**config.mk**
```make
export PLATFORM = sky130hd
export DESIGN_NAME = alu_ctrl
export DESIGN_NICKNAME = d
export VERILOG_FILES = /design/src/rtl/alu_pkg.sv /design/src/rtl/alu.sv /design/src/rtl/alu_ctrl.sv
export SDC_FILE = /design/constraint.sdc
export NUM_CORES = 1
export LEC_CHECK = 0
export CORE_ASPECT_RATIO = 0.6
export CORE_UTILIZATION = 46
export CTS_CLUSTER_SIZE = 12
export DETAILED_ROUTE_END_ITERATION = 8
export PLACE_DENSITY = 0.69
export SYNTH_ARGS = -nofsm -noshare
export SYNTH_HDL_FRONTEND = slang
export SYNTH_SLANG_ARGS = --single-unit
```
**constraint.sdc**
```tcl
create_clock -name clk -period 3.4 [get_ports clk]
set_input_delay 0.68 -clock clk [delete_from_list [all_inputs] [get_ports clk]]
set_output_delay 0.68 -clock clk [all_outputs]
set_load 0.01 [all_outputs]
```
**src/rtl/alu_pkg.sv**
```systemverilog
// Shared definitions for the ALU controller: op encodings, FSM states and
// register-file geometry.
package alu_pkg;

    localparam int WORD_W   = 8;
    localparam int OP_W     = 5;
    localparam int NUM_REGS = 4;
    localparam int REG_AW   = $clog2(NUM_REGS);
    localparam int INSTR_W  = OP_W + 2 * REG_AW;

    localparam logic [OP_W-1:0] OP_AND = 5'b00000;
    localparam logic [OP_W-1:0] OP_OR  = 5'b00001;
    localparam logic [OP_W-1:0] OP_NOT = 5'b00010;
    localparam logic [OP_W-1:0] OP_XOR = 5'b00011;
    localparam logic [OP_W-1:0] OP_ADD = 5'b00100;
    localparam logic [OP_W-1:0] OP_SUB = 5'b00101;
    localparam logic [OP_W-1:0] OP_EOR = 5'b00110;
    localparam logic [OP_W-1:0] OP_LSL = 5'b10000;
    localparam logic [OP_W-1:0] OP_LSR = 5'b10001;
    localparam logic [OP_W-1:0] OP_CMP = 5'b11000;

    typedef enum logic [1:0] {
        ST_IDLE,
        ST_READ,
        ST_EXEC,
        ST_WB
    } state_t;

    function automatic logic op_is_legal(input logic [OP_W-1:0] op);
        case (op)
            OP_AND, OP_OR, OP_NOT, OP_XOR, OP_ADD,
            OP_SUB, OP_EOR, OP_LSL, OP_LSR, OP_CMP: op_is_legal = 1'b1;
            default:                                op_is_legal = 1'b0;
        endcase
    endfunction

endpackage

```
**src/rtl/alu.sv**
```systemverilog
// Combinational ALU: unsigned wrap-around arithmetic, logic ops, shifts by the
// full operand B, and unsigned compare flags.
module alu
    import alu_pkg::*;
#(
    parameter int DATA_W = WORD_W
) (
    input  logic [DATA_W-1:0] a,
    input  logic [DATA_W-1:0] b,
    input  logic [OP_W-1:0]   op,
    output logic [DATA_W-1:0] y,
    output logic              equal,
    output logic              less,
    output logic              legal
);

    localparam int SH_W = $clog2(DATA_W);

    logic              shift_overflow;
    logic [SH_W-1:0]   shamt;

    // Any set bit above the in-range shift field pushes every bit out.
    assign shift_overflow = |b[DATA_W-1:SH_W];
    assign shamt          = b[SH_W-1:0];

    function automatic logic [DATA_W-1:0] zext1(input logic bit_in);
        zext1 = {{(DATA_W-1){1'b0}}, bit_in};
    endfunction

    always_comb begin
        y     = '0;
        legal = op_is_legal(op);
        case (op)
            OP_AND: y = a & b;
            OP_OR:  y = a | b;
            OP_XOR: y = a ^ b;
            OP_NOT: y = zext1(~|a);
            OP_EOR: y = zext1(^a);
            OP_ADD: y = a + b;
            OP_SUB: y = a - b;
            OP_CMP: y = a - b;
            OP_LSL: y = shift_overflow ? '0 : (a << shamt);
            OP_LSR: y = shift_overflow ? '0 : (a >> shamt);
            default: y = '0;
        endcase
    end

    assign equal = (a == b);
    assign less  = (a < b);

endmodule

```
**src/rtl/alu_ctrl.sv**
```systemverilog
// Multi-cycle ALU controller: 4-entry register file, IDLE/READ/EXEC/WB
// sequencer and registered result, flags and completion pulses.
module alu_ctrl
    import alu_pkg::*;
#(
    parameter int DATA_W = WORD_W
) (
    input  logic                clk,
    input  logic                reset,
    input  logic                instr_valid,
    input  logic [INSTR_W-1:0]  instr,
    output logic                instr_ready,
    input  logic                reg_wr_en,
    input  logic [REG_AW-1:0]   reg_wr_addr,
    input  logic [DATA_W-1:0]   reg_wr_data,
    input  logic [REG_AW-1:0]   dbg_rd_addr,
    output logic [DATA_W-1:0]   dbg_rd_data,
    output logic [DATA_W-1:0]   result,
    output logic                equal_flag,
    output logic                less_flag,
    output logic                done,
    output logic                illegal
);

    state_t              state;
    logic [DATA_W-1:0]   regs [NUM_REGS];

    logic [OP_W-1:0]     op_p0;
    logic [REG_AW-1:0]   ra_p0;
    logic [REG_AW-1:0]   rb_p0;
    logic [DATA_W-1:0]   opa_p1;
    logic [DATA_W-1:0]   opb_p1;
    logic                legal_p2;

    logic [DATA_W-1:0]   alu_y;
    logic                alu_equal;
    logic                alu_less;
    logic                alu_legal;
    logic                accept;

    assign instr_ready = (state == ST_IDLE);
    assign accept      = instr_valid && instr_ready;
    assign dbg_rd_data = regs[dbg_rd_addr];

    alu #(
        .DATA_W (DATA_W)
    ) u_alu (
        .a     (opa_p1),
        .b     (opb_p1),
        .op    (op_p0),
        .y     (alu_y),
        .equal (alu_equal),
        .less  (alu_less),
        .legal (alu_legal)
    );

    always_ff @(posedge clk) begin
        if (reset) begin
            state      <= ST_IDLE;
            result     <= '0;
            equal_flag <= 1'b0;
            less_flag  <= 1'b0;
            done       <= 1'b0;
            illegal    <= 1'b0;
            for (int i = 0; i < NUM_REGS; i++) begin
                regs[i] <= '0;
            end
        end else begin
            done    <= 1'b0;
            illegal <= 1'b0;
            case (state)
                // p0: external load and instruction capture share the IDLE edge
                ST_IDLE: begin
                    if (reg_wr_en) begin
                        regs[reg_wr_addr] <= reg_wr_data;
                    end
                    if (accept) begin
                        op_p0 <= instr[INSTR_W-1 -: OP_W];
                        ra_p0 <= instr[2*REG_AW-1 -: REG_AW];
                        rb_p0 <= instr[REG_AW-1:0];
                        state <= ST_READ;
                    end
                end
                // p1: operand fetch
                ST_READ: begin
                    opa_p1 <= regs[ra_p0];
                    opb_p1 <= regs[rb_p0];
                    state  <= ST_EXEC;
                end
                // p2: execute; illegal ops leave result and flags untouched
                ST_EXEC: begin
                    legal_p2 <= alu_legal;
                    if (alu_legal) begin
                        result     <= alu_y;
                        equal_flag <= alu_equal;
                        less_flag  <= alu_less;
                    end
                    state <= ST_WB;
                end
                // p3: writeback and completion pulse land on the same edge
                ST_WB: begin
                    if (legal_p2 && (op_p0 != OP_CMP)) begin
                        regs[ra_p0] <= result;
                    end
                    done    <= legal_p2;
                    illegal <= ~legal_p2;
                    state   <= ST_IDLE;
                end
                default: state <= ST_IDLE;
            endcase
        end
    end

endmodule
```
==> flow_metrics.py <==
# Auto-generated metrics
metrics = {
    "drt": {
        "post_drt_wl_per_cell_um": 21.41,
        "drtIter0Drc": 402,
        "route.detailed.drc": 2,
        "ant_nets": 0,
        "drtPass1Iterations": 6,
        "vias_per_cell": 6.324,
    },
    "place": {
        "place_area_um2": 5736,
        "portBuffers": 45,
        "gp_congestion": 0.9831,
    },
    "cts": {
        "cts_tree": "yes",
        "cts_sinks": 73,
        "cts_setup_buffers": 0,
        "htree_levels": 3,
        "cts_resized": 0,
        "cts-root-buf": "clkbuf_16",
        "clk_pin_slew_worst_paths_ns": 0.05,
        "clock_path_buffers": 2,
    },
    "power": {
        "p_seq_frac": 0.393,
        "irDropWorstVdd_mv": 0.2907,
        "power_density_nw_per_um2": 532.1,
        "internal_power_w": 0.002088,
        "p_sw_w": 0.001101,
        "comb_power_share": 0.344,
        "p_sw_frac": 0.3452,
        "power_leakage_nw": 2.281,
    },
    "run_status": {
        "violations": "design-rule violations",
        "status": "complete, but fails checks",
    },
    "global_route": {
        "grt_pass1_vias": 3881,
        "antenna_found_initial": 0,
        "grt_pass1_wl_um": 21990,
        "grt_start_max_net_pins": 18,
        "grt_overflow": 0,
    },
    "floorplanning": {
        "ios": 46,
        "fp-row-count": 29,
        "core_um2": 10700,
        "chipArea_um2": 11580,
        "fp-utilization": 0.4787,
        "die_h_um": 83.75,
    },
    "cells_and_area": {
        "regArea_um2": 2042,
        "nets": 574,
        "drive_gt1_frac": 0.1368,
        "finalInstanceArea_um2": 5993,
        "fillers": 900,
        "fin_util": 0.5599,
    },
    "job": {
        "maxCapViolCount": 0,
        "warnings": 46,
    },
    "yosys": {
        "syn_area_um2": 5124,
        "syn-instance-count": 470,
        "flop_cell": "edfxtp_1",
        "yosys_area_um2": 5124,
        "async_flop_share": 0,
        "synth_stat.cells": 470,
        "synthAoiAreaFrac": 0.1468,
        "fp_nets": 530,
        "yosysSeqAreaShare": 0.3985,
        "synthXorXnorAreaFrac": 0.01197,
        "synthMuxAreaShare": 0.1626,
        "synthTopLogicFamily": "multiplexers",
        "syn_area_per_cell_um2": 10.90,
        "numSynthFlops": 73,
        "yosysWarnings": 0,
        "simple_gate_share": 0.1350,
        "ys_sh_adder": 0.08840,
    },
    "worst_setup_path": {
        "worstPathRequired_ns": 2.72,
        "worstPathCellList": "clkdlybuf4s50_1, buf_4, mux4_2, clkdlybuf4s50_1",
        "crit_path_end_kind": "primary output",
        "cp-start-kind": "primary input",
        "critPathTopFamily": "buffers and inverters",
        "worst_ep_arrival_time_ns": 2.38,
        "max_stage_delay_ns": 0.53,
        "cp.buffers_inverters": 3,
        "crit_fanout": 8,
        "criticalPathCategory": "primary input to primary output",
        "cpMostUsedCell": "clkdlybuf4s50_1",
    },
    "final_timing": {
        "fmax_mhz": 326.3,
        "finClkSkew_ns": 0.006314,
        "worst_pin_slew_ns": 0.8193,
        "min_period_ns": 3.065,
        "slew_headroom": 0.4538,
        "rsz0062_at_grt": "no",
        "finalClockPeriodUsage": 0.9014,
        "fin_setup_tns_ns": 0,
        "final_hold_viol_count": 0,
        "drv_slew": 0,
    },
    "min_path": {
        "hp-class": "register to register",
    },
}
## flip-flops by register name, indices dropped and copies added, names as in the netlist, 2 cells and up
signal  cells
regs       32
opa_p1      8
opb_p1      8
result      8
op_p0       5
ra_p0       2
rb_p0       2
state       2
## final cells by class
| type | instances | share of cell area |
|---|---|---|
| Inverter | 42 | 0.02630 |
| Clock buffer | 12 | 0.03946 |
| Sequential cell | 73 | 0.3407 |
| Clock inverter | 4 | 0.003549 |
| Tap cell | 139 | 0.02902 |
| Timing Repair Buffer | 61 | 0.09520 |
| Multi-Input combinational cell | 327 | 0.4658 |
## stage by stage
step / worst slack, ns / cells / total power (W) / hold WS [ns]
floorplan: 1.025 / 470 / 0.001983 / 0.4068
global placement: 0.3561 / 642 / 0.002300 / 0.4502
detailed placement: 0.3262 / 642 / 0.002336 / 0.4501
CTS: 0.3262 / 658 / 0.003176 / 0.4665
global route: 0.2907 / 658 / 0.003336 / 0.4994
finish: 0.3352 / 658 / 0.003189 / 0.4713
## tightest hold or removal path, cell delays in order (launching register included)
cell     delay (ns)
dfxtp_1        0.31
nand2_1        0.05
a21oi_1        0.06
## cell usage in the layout, fill, tap and decap left out, types with 15 or more instances in the layout
master           count
nand2_1             26
clkdlybuf4s50_1     45
o21ai_0             17
edfxtp_1            58
mux4_2              33
a21oi_1             24
inv_1               40
ha_1                33
buf_4               16
dfxtp_1             15
nor2_1              43
## cells in the mapped netlist (all sizes together) (5+ instances only)
cell,number,area [µm²]
ha,33,412.9
o21ai,27,135.1
xnor2,6,52.55
nand2b,10,62.56
inv,42,157.6
a21oi,25,128.9
nand2,26,97.59
mux4,33,743.2
clkbuf,11,41.29
a221oi,7,61.31
edfxtp,58,1742
a22oi,8,60.06
a211oi,9,67.56
and3,11,68.82
o211ai,7,52.55
nand4,5,31.28
mux2i,9,90.09
nor3,9,50.05
buf,17,91.34
nor2,43,161.4
dfxtp,15,300.3
## power by group through the flow
| stage | Combinational [W] | Clock, W | Sequential, W |
|---|---|---|---|
| 6_report | 0.00110 | 0.000839 | 0.00125 |
| 5_1_grt | 0.00119 | 0.000881 | 0.00127 |
| 4_1_cts | 0.00108 | 0.000846 | 0.00125 |
| 3_5_place_dp | 0.00107 | 0 | 0.00127 |
| 3_3_place_gp | 0.00104 | 0 | 0.00126 |
| 2_1_floorplan | 0.000791 | 0 | 0.00119 |
## worst paths after layout
| check | depth (start not counted) | slack [ns] | startpoint | endpoint |
|---|---|---|---|---|
| worst min-delay path | 2 | 0.47 | equal_flag$_SDFFE_PP0P_ | equal_flag$_SDFFE_PP0P_ |
| worst max register to register | 7 | 0.72 | opa_p1[3]$_DFFE_PP_ | result[7]$_SDFFE_PP0P_ |
| worst max-delay path | 4 | 0.34 | dbg_rd_addr[0] | dbg_rd_data[3] |
| worst min register to register | 2 | 0.47 | equal_flag$_SDFFE_PP0P_ | equal_flag$_SDFFE_PP0P_ |
## routing by layer
metal,track usage,wire length (µm),vias to the layer above
met5,0,0,-
met4,0.05720,96,0
met3,0.06942,1633,10
met2,0.3455,5812,252
met1,0.3913,6544,2036
li1,-,-,1863
### Wiring by layer

Scale: 4 px per µm.
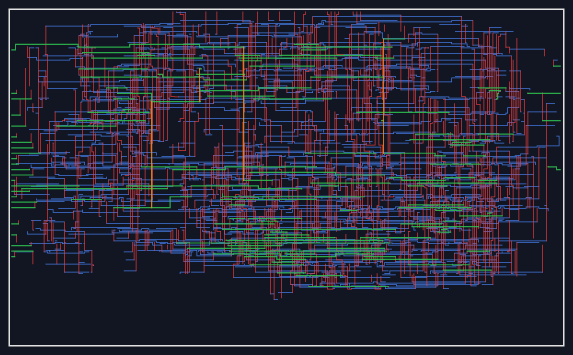
Key: orange = met4 [wire length 96.6 µm]; green = met3 [wire length 1630 µm]; blue = met1 [wire length 6550 µm]; red = met2 [wire length 5810 µm]
vias: 4161
Routed Wire Length: 14090 µm
All-Layer GR Usage: 0.2527

### Clock wiring as the flow saved it

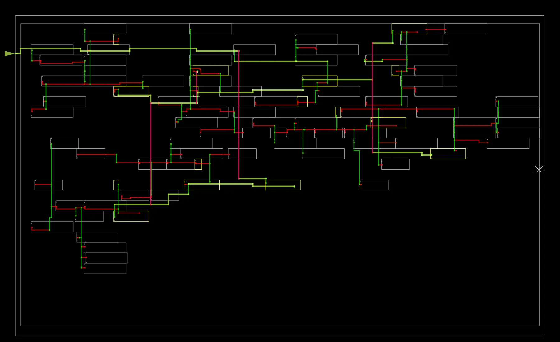
Clk power: 0.000839 W
Latency at later pin: 0.34 ns
seq_cells: 73
CLK BUF: 12
cts bufs inserted: 9

### Selected gate families

Scale: 4 px per µm.
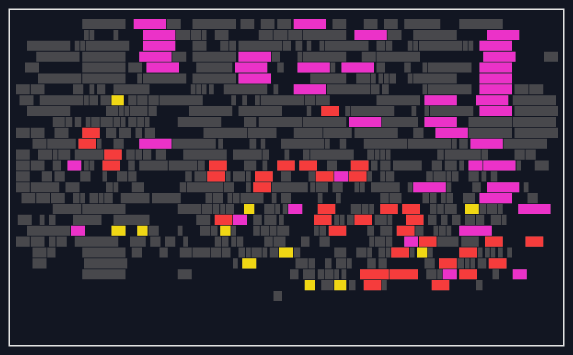
Key: red = adder and majority cells [cells 35, most used ha_1]; magenta = multiplexers [cells 42, most used mux4_2]; yellow = AND-OR and OR-AND gates [cells 11]
logic share of the area: 0.4658
Finished Layout Cells: 658
Top cell excl fill/tap: edfxtp_1

Power figures rest on the tool's default switching activity, not on a simulated workload.
